`src/rtl/mem_access_stage.sv`:
```
// mem_access_stage: MIPS MEM stage with req/ack data-memory port, stall control,
// ack timeout, branch resolution and the MEM/WB pipeline register.
module mem_access_stage #(
  parameter int ACK_TIMEOUT = 16
) (
  input  logic        clk,
  input  logic        rst_n,
  input  logic [31:0] res,
  input  logic [31:0] write_data_ex,
  input  logic [4:0]  write_register,
  input  logic        zero,
  input  logic [2:0]  m_MEM,
  input  logic [1:0]  wb_MEM,
  output logic        dmem_req,
  output logic        dmem_we,
  output logic [31:0] dmem_addr,
  output logic [31:0] dmem_wdata,
  input  logic [31:0] dmem_rdata,
  input  logic        dmem_ack,
  output logic        stall,
  output logic        pc_src,
  output logic [31:0] read_data_wb,
  output logic [31:0] alu_res_wb,
  output logic [4:0]  write_register_wb,
  output logic [1:0]  wb_WB,
  output logic        mem_err
);
  typedef enum logic {IDLE, BUSY} state_t;
  state_t      state_q, state_d;
  logic [7:0]  cnt_q, cnt_d;
  logic        req_q, req_d, we_q, we_d, err_q, err_d;
  logic [31:0] addr_q, addr_d, wdata_q, wdata_d;
  logic [31:0] rd_q, rd_d, alu_q, alu_d;
  logic [4:0]  wr_q, wr_d;
  logic [1:0]  wb_q, wb_d;
  logic        mop, ack, timeout, done;
  assign mop     = m_MEM[1] | m_MEM[0];
  assign ack     = (state_q == BUSY) && dmem_ack;
  assign timeout = (state_q == BUSY) && (cnt_q == 8'(ACK_TIMEOUT - 1)) && !dmem_ack;
  assign done    = ack | timeout;
  // Reset forces stall low so upstream is not frozen by stale inputs.
  assign stall   = rst_n && ((state_q == IDLE) ? mop : !done);
  assign pc_src  = m_MEM[2] & zero;
  always_comb begin
    state_d = state_q;
    cnt_d   = cnt_q;
    req_d   = req_q;
    we_d    = we_q;
    addr_d  = addr_q;
    wdata_d = wdata_q;
    err_d   = err_q | timeout;
    if (state_q == IDLE && mop) begin
      state_d = BUSY;
      cnt_d   = 8'd0;
      req_d   = 1'b1;
      we_d    = m_MEM[0];
      addr_d  = {res[31:2], 2'b00};
      wdata_d = write_data_ex;
    end
    if (state_q == BUSY) begin
      cnt_d   = cnt_q + 8'd1;
      state_d = done ? IDLE : BUSY;
      req_d   = !done;
    end
    alu_d = stall ? alu_q : res;
    wr_d  = stall ? wr_q : write_register;
    wb_d  = stall ? 2'b00 : wb_MEM;
    rd_d  = timeout ? 32'h0 : (ack && !we_q) ? dmem_rdata : rd_q;
  end
  always_ff @(posedge clk or negedge rst_n) begin
    if (!rst_n) begin
      state_q <= IDLE;
      cnt_q   <= 8'd0;
      req_q   <= 1'b0;
      we_q    <= 1'b0;
      addr_q  <= 32'h0;
      wdata_q <= 32'h0;
      err_q   <= 1'b0;
      rd_q    <= 32'h0;
      alu_q   <= 32'h0;
      wr_q    <= 5'd0;
      wb_q    <= 2'b00;
    end else begin
      state_q <= state_d;
      cnt_q   <= cnt_d;
      req_q   <= req_d;
      we_q    <= we_d;
      addr_q  <= addr_d;
      wdata_q <= wdata_d;
      err_q   <= err_d;
      rd_q    <= rd_d;
      alu_q   <= alu_d;
      wr_q    <= wr_d;
      wb_q    <= wb_d;
    end
  end
  assign dmem_req          = req_q;
  assign dmem_we           = we_q;
  assign dmem_addr         = addr_q;
  assign dmem_wdata        = wdata_q;
  assign mem_err           = err_q;
  assign read_data_wb      = rd_q;
  assign alu_res_wb        = alu_q;
  assign write_register_wb = wr_q;
  assign wb_WB             = wb_q;
endmodule

```
`config.mk`:
```
export PLATFORM = sky130hd
export DESIGN_NAME = mem_access_stage
export DESIGN_NICKNAME = d
export VERILOG_FILES = /design/src/rtl/mem_access_stage.sv
export SDC_FILE = /design/constraint.sdc
export NUM_CORES = 1
export LEC_CHECK = 0
export ABC_AREA = 1
export CAP_MARGIN = 0
export CORE_MARGIN = 5
export CORE_UTILIZATION = 40
export CTS_CLUSTER_SIZE = 10
export DETAILED_ROUTE_END_ITERATION = 12
export GPL_TIMING_DRIVEN = 0
export MAX_ROUTING_LAYER = met4
export PLACE_DENSITY = 0.81
export SYNTH_ARGS = -nofsm -noshare
export SYNTH_HDL_FRONTEND = slang
export SYNTH_SLANG_ARGS = --single-unit
```
`constraint.sdc`:
```
create_clock -name clk -period 3.65 [get_ports clk]
set_input_delay 0.365 -clock clk [delete_from_list [all_inputs] [get_ports clk]]
set_output_delay 0.365 -clock clk [all_outputs]
set_load 0.02 [all_outputs]
```
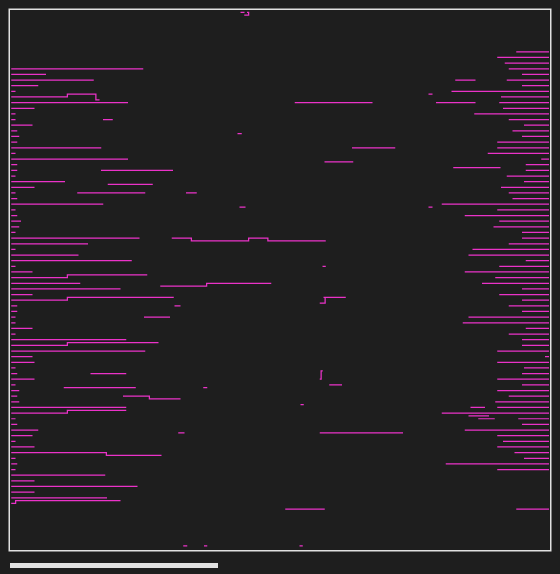
Run 1: the metal 3 layer
The bar under the picture is 50 um long.
longest straight run = 32.0 um
share of all routed wire = 11%
main direction = horizontal
GR Layer Usage met3: 0.07041
detailed-route via count: 5350
aggregate routed wire length: 17970 um

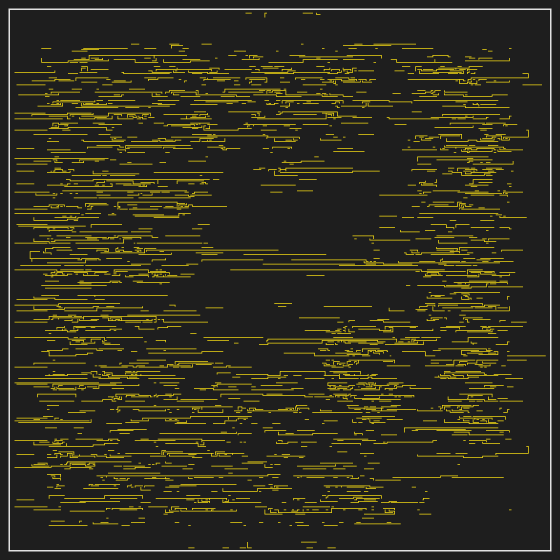
Run 1: met1 routing
wire length on this layer = 7310 um
share of all routed wire = 41%
main direction = horizontal
met1 Usage GRT: 0.2565

==> metrics.json, run 1 <==
{
  "status": {"value": "completed"},
  "cts_num_sinks": {"value": 145},
  "finalWeightedCongestion": {"value": 0.8585},
  "combined_area_of_all_synthesized_cells": {"value": 0.005769, "unit": "mm^2"},
  "nNonClkBuffers": {"value": 288},
  "largest_cells_by_area": {"value": "dfrtp_1 (63%), nand2_1 (20%), nand3_1 (4.1%)"},
  "setup.worst_path.class": {"value": "input pin to primary output"},
  "ctsLongestPathBuffers": {"value": 2},
  "postRouteAntennaNets": {"value": 0},
  "non_clock_inverter_count": {"value": 12},
  "synth_stat.cells": {"value": 647},
  "multiInputCombCellCount": {"value": 452},
  "timing.final.hold_violations": {"value": 0},
  "comb_share": {"value": 0.2079},
  "worst_slew_pin_slew": {"value": 562.1, "unit": "ps"},
  "fin_hold_ws": {"value": 461.3, "unit": "ps"},
  "whs_path_depth": {"value": 1},
  "cts_setup_buffers": {"value": 0},
  "cts_made_buffers": {"value": 17},
  "crit_path_cell_trace": {"value": "dlygate4sd3_1 > buf_6 > buf_16 > nand2_2 > buf_6 > inv_1 > clkdlybuf4s50_1"},
  "netlist.top_cell.by_instances": {"value": "nand2_1"},
  "crit_arrival": {"value": 2850, "unit": "ps"},
  "muxShareOfSynthArea": {"value": 0},
  "die_area": {"value": 0.01692, "unit": "mm^2"},
  "cts_tree": {"value": "built"},
  "sequential_cell_area": {"value": 0.003628, "unit": "mm^2"},
  "timing.reg2reg.setup_slack": {"value": 1930, "unit": "ps"},
  "grt_setup_unrepaired": {"value": "no"},
  "initial_core_util": {"value": 0.4124},
  "cts.htree.levels": {"value": 4},
  "final_count_of_pins_violating_max_slew": {"value": 0},
  "synth-warning-count": {"value": 0},
  "critical_path.startpoint_type": {"value": "input pin"},
  "port-buffer-count": {"value": 247},
  "count_of_state_elements_after_synthesis": {"value": 145},
  "min-delay-path-class": {"value": "flop to flop"},
  "clkLatencyLatePin": {"value": 410, "unit": "ps"},
  "synth_area_per_cell": {"value": 8.917, "unit": "um^2"},
  "largest_area_cell": {"value": "dfrtp_1"},
  "seq_cell_count": {"value": 145},
  "static-leakage-power": {"value": 4.262, "unit": "nW"},
  "synthToLayoutAreaGrowth": {"value": 57.69, "unit": "%"},
  "floorplan.tapcells": {"value": 180},
  "num-fill-cells": {"value": 1147},
  "cts_resized": {"value": 0},
  "first_global_vias": {"value": 5422},
  "post_drt_via_cell_ratio": {"value": 4.833},
  "timing.fmax": {"value": 0.3111, "unit": "GHz"},
  "synth-simple-area-share": {"value": 0.2555},
  "clock_tree.root_cell": {"value": "clkbuf_16"},
  "die.size.x": {"value": 130.1, "unit": "um"},
  "top_area_frac": {"value": 0.6289},
  "clock_area_frac": {"value": 0.06464},
  "logic_area": {"value": 0.001892, "unit": "mm^2"},
  "synthTopLogicFamily": {"value": "simple AND/OR/NAND/NOR gates"},
  "critical_path_depth": {"value": 7},
  "post-route-worst-setup-slack": {"value": 435.9, "unit": "ps"},
  "syn_inst": {"value": 647},
  "antenna_found_initial": {"value": 0},
  "die_h": {"value": 130.1, "unit": "um"},
  "worst_path_dominant_cell_family": {"value": "buffers and inverters"},
  "area_share_nonclk_buffers": {"value": 0.2989},
  "synthFlopType": {"value": "dfrtp_1"},
  "iteration_tally_of_the_first_detailed_router_pass": {"value": 4},
  "worst_case_headroom_to_the_max_slew_limit": {"value": 0.6253},
  "sequential_fraction_of_the_synthesis_area": {"value": 0.6289},
  "post_route_cells_drive_above_1_share": {"value": 0.05933},
  "path_max_fanout": {"value": 92},
  "synth_chip_area": {"value": 0.005769, "unit": "mm^2"},
  "timing.clock.skew": {"value": 8.082, "unit": "ps"},
  "cp.required": {"value": 3280, "unit": "ps"},
  "final_net_count": {"value": 1027},
  "cap_viol_max_count": {"value": 0},
  "worst_setup_hold_path_clk_slew": {"value": 50, "unit": "ps"},
  "globalRouteOverflowTotal": {"value": 0},
  "total_power": {"value": 6.803, "unit": "mW"},
  "cp_num_buf_inv": {"value": 6},
  "fin_crit_sh": {"value": 0.8806},
  "timing.final.setup_violations": {"value": 0},
  "grt_pass1_wl": {"value": 27570, "unit": "um"},
  "top_level_ports": {"value": 250},
  "crit_slowest_cell": {"value": "clkdlybuf4s50_1"},
  "cp_common_cell": {"value": "buf_6"},
  "finalCriticalPeriod": {"value": 3214, "unit": "ps"},
  "place_hpwl": {"value": 13160, "unit": "um"},
  "netlist_top_cells_count": {"value": "nand2_1 (308), dfrtp_1 (145), nand3_1 (47)"},
  "n_antenna_cell": {"value": 0},
  "dp_slack": {"value": 926.9, "unit": "ps"},
  "grt_start_max_net_pins": {"value": 93},
  "drt_iter0_drc": {"value": 265},
  "number_of_clock_buffer_instances_in_the_layout": {"value": 21},
  "worst_r2r_path_depth": {"value": 6},
  "area_dominant_cell_class_after_layout": {"value": "flip-flops and latches"},
  "cpPeakStageDelay": {"value": 640, "unit": "ps"},
  "number_of_warnings_in_the_stage_logs": {"value": 26},
  "power_density": {"value": 747.8, "unit": "mW/mm^2"},
  "cts_hold_buffers": {"value": 1},
  "synth.lib_cells_used.distinct": {"value": 22},
  "yosys.area_share.xor_xnor": {"value": 0},
  "synth.cellmix.compoundShare": {"value": 0.06897},
  "enable_flop_cells": {"value": 0},
  "max_vdd_drop": {"value": 0.0003269, "unit": "V"},
  "type_of_destination_of_the_critical_path": {"value": "primary output"},
  "detail_route.drc_violations": {"value": 0},
  "async_reset_ff_frac": {"value": 1.000},
  "synth-adder-area-share": {"value": 0.002169}
}
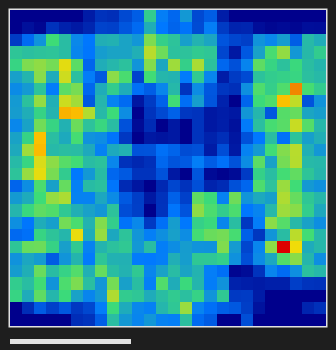
Run 1: signal metal coverage by tile
The bar under the picture is 50 um long. 26 x 26 tiles, from dark blue (low) to red (high), scaled to the fullest tile. Values are wire area over tile area, all layers added.
densest ninth of the die = west
nearly empty tiles = 7.5%
emptiest ninth of the die = centre
tiles over half the peak = 17%
fullest tile = 0.56
mean over tiles = 0.18
average routed wire per standard cell: 16.23 um
Global Route Usage Sum: 0.2168

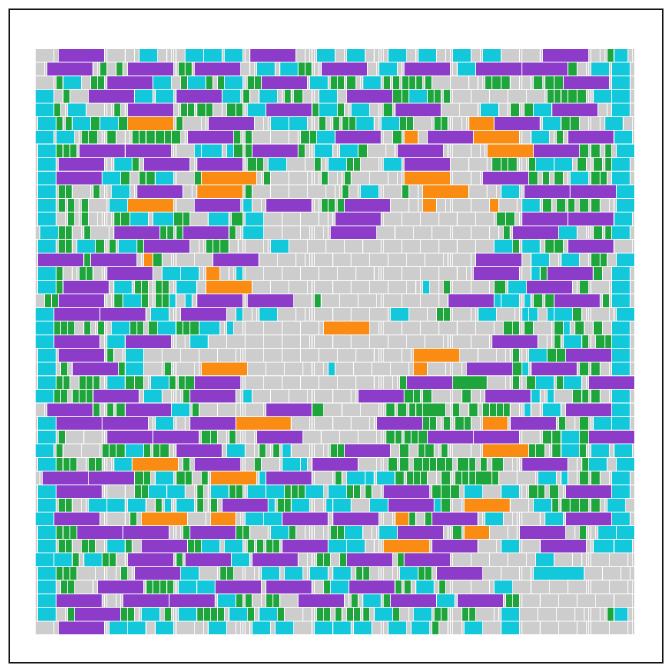
Run 1: placed cells, one colour a class
Fill, decap, tap and diode cells in grey.
cyan -> remaining buffers and delay cells  # cells 288, share of their area 31%
orange -> clock drivers and dummy loads  # cells 30, share of their area 6.6%
purple -> registers  # cells 145, share of their area 41%
green -> remaining logic cells  # cells 464, share of their area 22%
final core utilization: 0.6504
Core Box Area: 0.01399 mm^2
post-layout instance area: 0.009097 mm^2
flop share of the area: 0.3988
standard-cell row count: 43

[run 1: path summary, 6_finish.rpt]
kind / from / end
min in group asynchronous: rst_n / read_data_wb[2]$_DFFE_PN0P_
worst min-delay path: mem_err$_DFF_PN0_ / mem_err$_DFF_PN0_
worst max register to register: state_q$_DFF_PN0_ / dmem_addr[4]$_DFFE_PN0P_
worst min register to register: mem_err$_DFF_PN0_ / mem_err$_DFF_PN0_
max in group asynchronous: rst_n / write_register_wb[3]$_DFFE_PN0N_
worst max-delay path: rst_n / stall
[run 1: power by group]
group	total, mW	switching [mW]	leakage (nW)	internal, mW
clock network	1.72	0.650	0.275	1.07
registers	2.39	0.283	1.78	2.11
logic	2.70	1.47	2.20	1.23
[run 1: through the flow]
step	instances	TNS, ps	instance area [um^2]
after floorplan	648	0	5773
after global placement	1075	-682130	8471
after CTS	1107	0	9097
final	1107	0	9097
after global routing	1107	0	9097
after detailed placement	1076	0	8499
[run 1: placed cells by master, fill, tap and decap left out, types with 2 or more instances in the layout]
cell type / count
clkbuf_16: 17
clkinv_2: 2
nand2_1: 308
bufinv_16: 2
nor3_1: 2
buf_6: 7
o21ai_0: 37
inv_2: 2
dfrtp_1: 145
buf_2: 7
buf_1: 3
clkbuf_8: 4
nand2_2: 2
conb_1: 2
clkdlybuf4s50_1: 246
a21oi_1: 37
clkbuf_1: 21
nand3_1: 47
nor2_1: 11
inv_1: 10
clkinvlp_4: 5
buf_4: 2
[run 1: metal layers]
layer | vias up | global-route usage | part of all wire
met5 | - | - | 0
met4 | 0 | 0.07335 | 0.019
met3 | 24 | 0.07041 | 0.11
met2 | 215 | 0.3506 | 0.47
met1 | 2529 | 0.2565 | 0.41
li1 | 2582 | - | -
--- run 2 (diff from run 1) ---
--- a/config.mk
+++ b/config.mk
@@ -8,12 +8,12 @@
 export ABC_AREA = 1
 export CAP_MARGIN = 0
 export CORE_MARGIN = 5
-export CORE_UTILIZATION = 40
+export CORE_UTILIZATION = 46
 export CTS_CLUSTER_SIZE = 10
 export DETAILED_ROUTE_END_ITERATION = 12
 export GPL_TIMING_DRIVEN = 0
 export MAX_ROUTING_LAYER = met4
-export PLACE_DENSITY = 0.81
+export PLACE_DENSITY = 0.9
 export SYNTH_ARGS = -nofsm -noshare
 export SYNTH_HDL_FRONTEND = slang
 export SYNTH_SLANG_ARGS = --single-unit
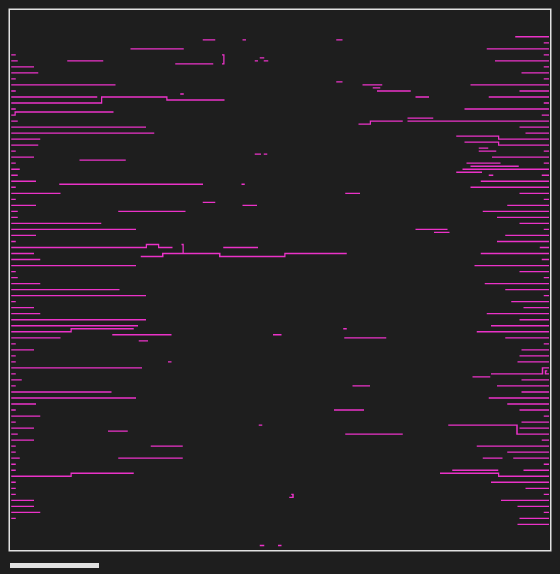
Run 2: the metal 3 layer
The bar under the picture is 20 um long.
share of all routed wire = 9.6%
main direction = horizontal
longest straight run = 32.2 um
GR Layer Usage met3: 0.08542
aggregate routed wire length: 18090 um
detailed-route via count: 5489

==> run 2 against run 1 <==
Clock power grew about 10%. Worst setup slack better by 330 ps. Critical path depth shrank 1. Synthesized cell count is the same. Critical path type unchanged. Largest cell class unchanged.
==> metrics.json, run 2 <==
{
  "globalRouteOverflowTotal": {"value": 0},
  "crit_path_end": {"value": "stall"},
  "drt_iter0_drc": {"value": 375},
  "first_global_vias": {"value": 5387},
  "worst_slew_pin_slew": {"value": 627.2, "unit": "ps"},
  "port-buffer-count": {"value": 247},
  "grt_use_met2": {"value": 0.4016},
  "netlist.top_cell.by_instances": {"value": "nand2_1"},
  "grt_setup_unrepaired": {"value": "no"},
  "cpPeakStageDelay": {"value": 630, "unit": "ps"},
  "final_net_count": {"value": 1027},
  "synthToLayoutAreaGrowth": {"value": 58.60, "unit": "%"},
  "worst_setup_hold_path_clk_slew": {"value": 60, "unit": "ps"},
  "ctsLongestPathBuffers": {"value": 2},
  "grt-busiest-layer": {"value": "met2"},
  "cts.htree.levels": {"value": 4},
  "grt_pass1_wl": {"value": 27870, "unit": "um"},
  "detail_route.drc_violations": {"value": 0},
  "iteration_tally_of_the_first_detailed_router_pass": {"value": 5},
  "r2r_start": {"value": "state_q$_DFF_PN0_"},
  "synthFlopType": {"value": "dfrtp_1"},
  "crit_path_cell_trace": {"value": "dlygate4sd3_1 > buf_6 > nand2_2 > buf_6 > inv_1 > clkdlybuf4s50_1"},
  "top_level_ports": {"value": 250},
  "track_usage": {"value": 0.2513},
  "crit_arrival": {"value": 2520, "unit": "ps"},
  "initial_core_util": {"value": 0.4628},
  "cp_num_buf_inv": {"value": 5},
  "synth_stat.cells": {"value": 647},
  "synth-warning-count": {"value": 0},
  "antenna_found_initial": {"value": 0},
  "critical_path.startpoint_type": {"value": "input pin"},
  "die_h": {"value": 122.0, "unit": "um"},
  "crit_slowest_cell": {"value": "clkdlybuf4s50_1"},
  "n_antenna_cell": {"value": 0},
  "number_of_warnings_in_the_stage_logs": {"value": 26},
  "netlist_top_cells_count": {"value": "nand2_1 (308), dfrtp_1 (145), nand3_1 (47)"},
  "worst_case_headroom_to_the_max_slew_limit": {"value": 0.5819},
  "fin_hold_ws": {"value": 467.9, "unit": "ps"},
  "die.size.x": {"value": 122.0, "unit": "um"},
  "finalWeightedCongestion": {"value": 0.8262},
  "path_max_fanout": {"value": 66},
  "combined_area_of_all_synthesized_cells": {"value": 0.005769, "unit": "mm^2"},
  "finish.instance_area": {"value": 0.009150, "unit": "mm^2"},
  "critical_path_depth": {"value": 6},
  "detail_route.wirelength.met1": {"value": 7168, "unit": "um"},
  "synth.lib_cells_used.distinct": {"value": 22},
  "worst_path_dominant_cell_family": {"value": "buffers and inverters"},
  "synth_chip_area": {"value": 0.005769, "unit": "mm^2"},
  "status": {"value": "completed"},
  "cap_viol_max_count": {"value": 0},
  "grt_use_met1": {"value": 0.2992},
  "post_drt_via_cell_ratio": {"value": 4.985},
  "final_cell_mix": {"value": "nand2_1 (308), clkdlybuf4s50_1 (246), dfrtp_1 (145)"},
  "cts_tree": {"value": "built"},
  "power_density": {"value": 765.6, "unit": "mW/mm^2"},
  "timing.final.setup_violations": {"value": 0},
  "floorplan.rows": {"value": 41},
  "timing.fmax": {"value": 0.3468, "unit": "GHz"},
  "clock_tree.root_cell": {"value": "clkbuf_16"},
  "worst_setup_path_startpoint": {"value": "rst_n"},
  "sequential_fraction_of_the_synthesis_area": {"value": 0.6289},
  "detailed_place.area": {"value": 0.008489, "unit": "mm^2"},
  "synth_area_per_cell": {"value": 8.917, "unit": "um^2"},
  "lay_top_count": {"value": "nand2_1"},
  "timing.final.hold_violations": {"value": 0},
  "timing.reg2reg.setup_slack": {"value": 1860, "unit": "ps"},
  "largest_cells_by_area": {"value": "dfrtp_1 (63%), nand2_1 (20%), nand3_1 (4.1%)"},
  "type_of_destination_of_the_critical_path": {"value": "primary output"},
  "avgRoutedWirePerCell": {"value": 16.43, "unit": "um"},
  "floorplan.core_area": {"value": 0.01247, "unit": "mm^2"},
  "static-leakage-power": {"value": 4.293, "unit": "nW"},
  "async_reset_ff_frac": {"value": 1.000},
  "r2r-end": {"value": "dmem_addr[10]$_DFFE_PN0P_"},
  "count_of_state_elements_after_synthesis": {"value": 145},
  "met3_length": {"value": 1734, "unit": "um"},
  "worst_r2r_path_depth": {"value": 6},
  "syn_inst": {"value": 647},
  "place_hpwl": {"value": 13240, "unit": "um"},
  "final_count_of_pins_violating_max_slew": {"value": 0},
  "min-delay-path-class": {"value": "input pin to flop"},
  "cp_common_cell": {"value": "buf_6"},
  "cp.required": {"value": 3280, "unit": "ps"},
  "postRouteAntennaNets": {"value": 0},
  "finalCriticalPeriod": {"value": 2884, "unit": "ps"},
  "setup.worst_path.class": {"value": "input pin to primary output"},
  "fin_crit_sh": {"value": 0.7900},
  "largest_area_cell": {"value": "dfrtp_1"},
  "die_area": {"value": 0.01488, "unit": "mm^2"},
  "post_route_cells_drive_above_1_share": {"value": 0.06028},
  "max_vdd_drop": {"value": 0.0005245, "unit": "V"},
  "grt_start_max_net_pins": {"value": 83},
  "highest_layer": {"value": "met4"},
  "enable_flop_cells": {"value": 0},
  "met2_wirelength": {"value": 8802, "unit": "um"},
  "top_area_frac": {"value": 0.6289}
}
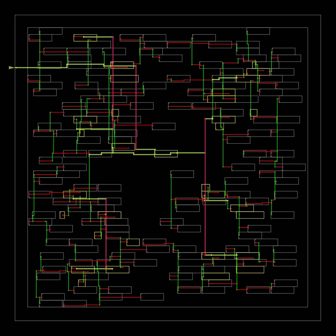
Run 2: clock wiring as the flow saved it
Max Clock Skew: 10.47 ps
cts bufs inserted: 17
clock latency reported for the late side of the worst-skew pair: 420 ps
count of clock tree sinks: 145
flip-flops: 145

run 2: how the worst min path moves through the flow:
stage,endpoint,cells past startpoint,slack (ps),start
5_1_grt,dmem_wdata[2]$_DFFE_PN0P_,3,480,write_data_ex[2]
6_report,wb_WB[0]$_DFF_PN0_,3,470,wb_MEM[0]
3_3_place_gp,mem_err$_DFF_PN0_,1,450,mem_err$_DFF_PN0_
3_5_place_dp,wb_WB[1]$_DFF_PN0_,1,400,rst_n
2_1_floorplan,alu_res_wb[0]$_DFFE_PN0N_,0,70,rst_n
4_1_cts,wb_WB[0]$_DFF_PN0_,3,460,wb_MEM[0]
run 2: where the power goes:
part           switching [mW]  internal (mW)
sequential              0.288           2.11
clock                   0.677           1.23
combinational            1.47           1.23
total                    2.44           4.57
run 2: metrics by stage:
stage	utilization	worst slack, ps	setup TNS (ps)	total power, mW	std cells
after floorplan	-	2047	0	3.679	648
final	0.7340	766.4	0	7.005	1101
after global placement	0.6787	-3891	-667890	5.055	1067
after CTS	0.7340	716.2	0	7.059	1101
after detailed placement	0.6810	851.9	0	5.117	1068
after global routing	0.7340	581.6	0	7.365	1101
run 2: kinds of logic after synthesis:
group,share of synthesized area
and+or+nand+nor,0.2555
DFF,0.6289
AOI/OAI and AO/OA,0.06897
buffers and inverters,0.04381
adders and majority gates,0.002168
other,0.0006500
run 2: layout make-up:
class	instances	area (um^2)
plain buffers	39	207.7
clock buffers	19	442.9
clock inverters	13	207.7
fillers	874	3316
inverters	12	45.04
multi-input cells	452	1892
flip-flops and latches	145	3628
well taps	172	215.2
repair buffers	249	2511
run 2: repair_timing:
item | CTS | global route
hold buffers | 1 | 0
endpoints found under the setup margin | 0 | 0
setup buffers | 0 | 0
hold endpoints to repair | 63 | 0
resized | 0 | 0
Power and IR drop assume default switching activity.
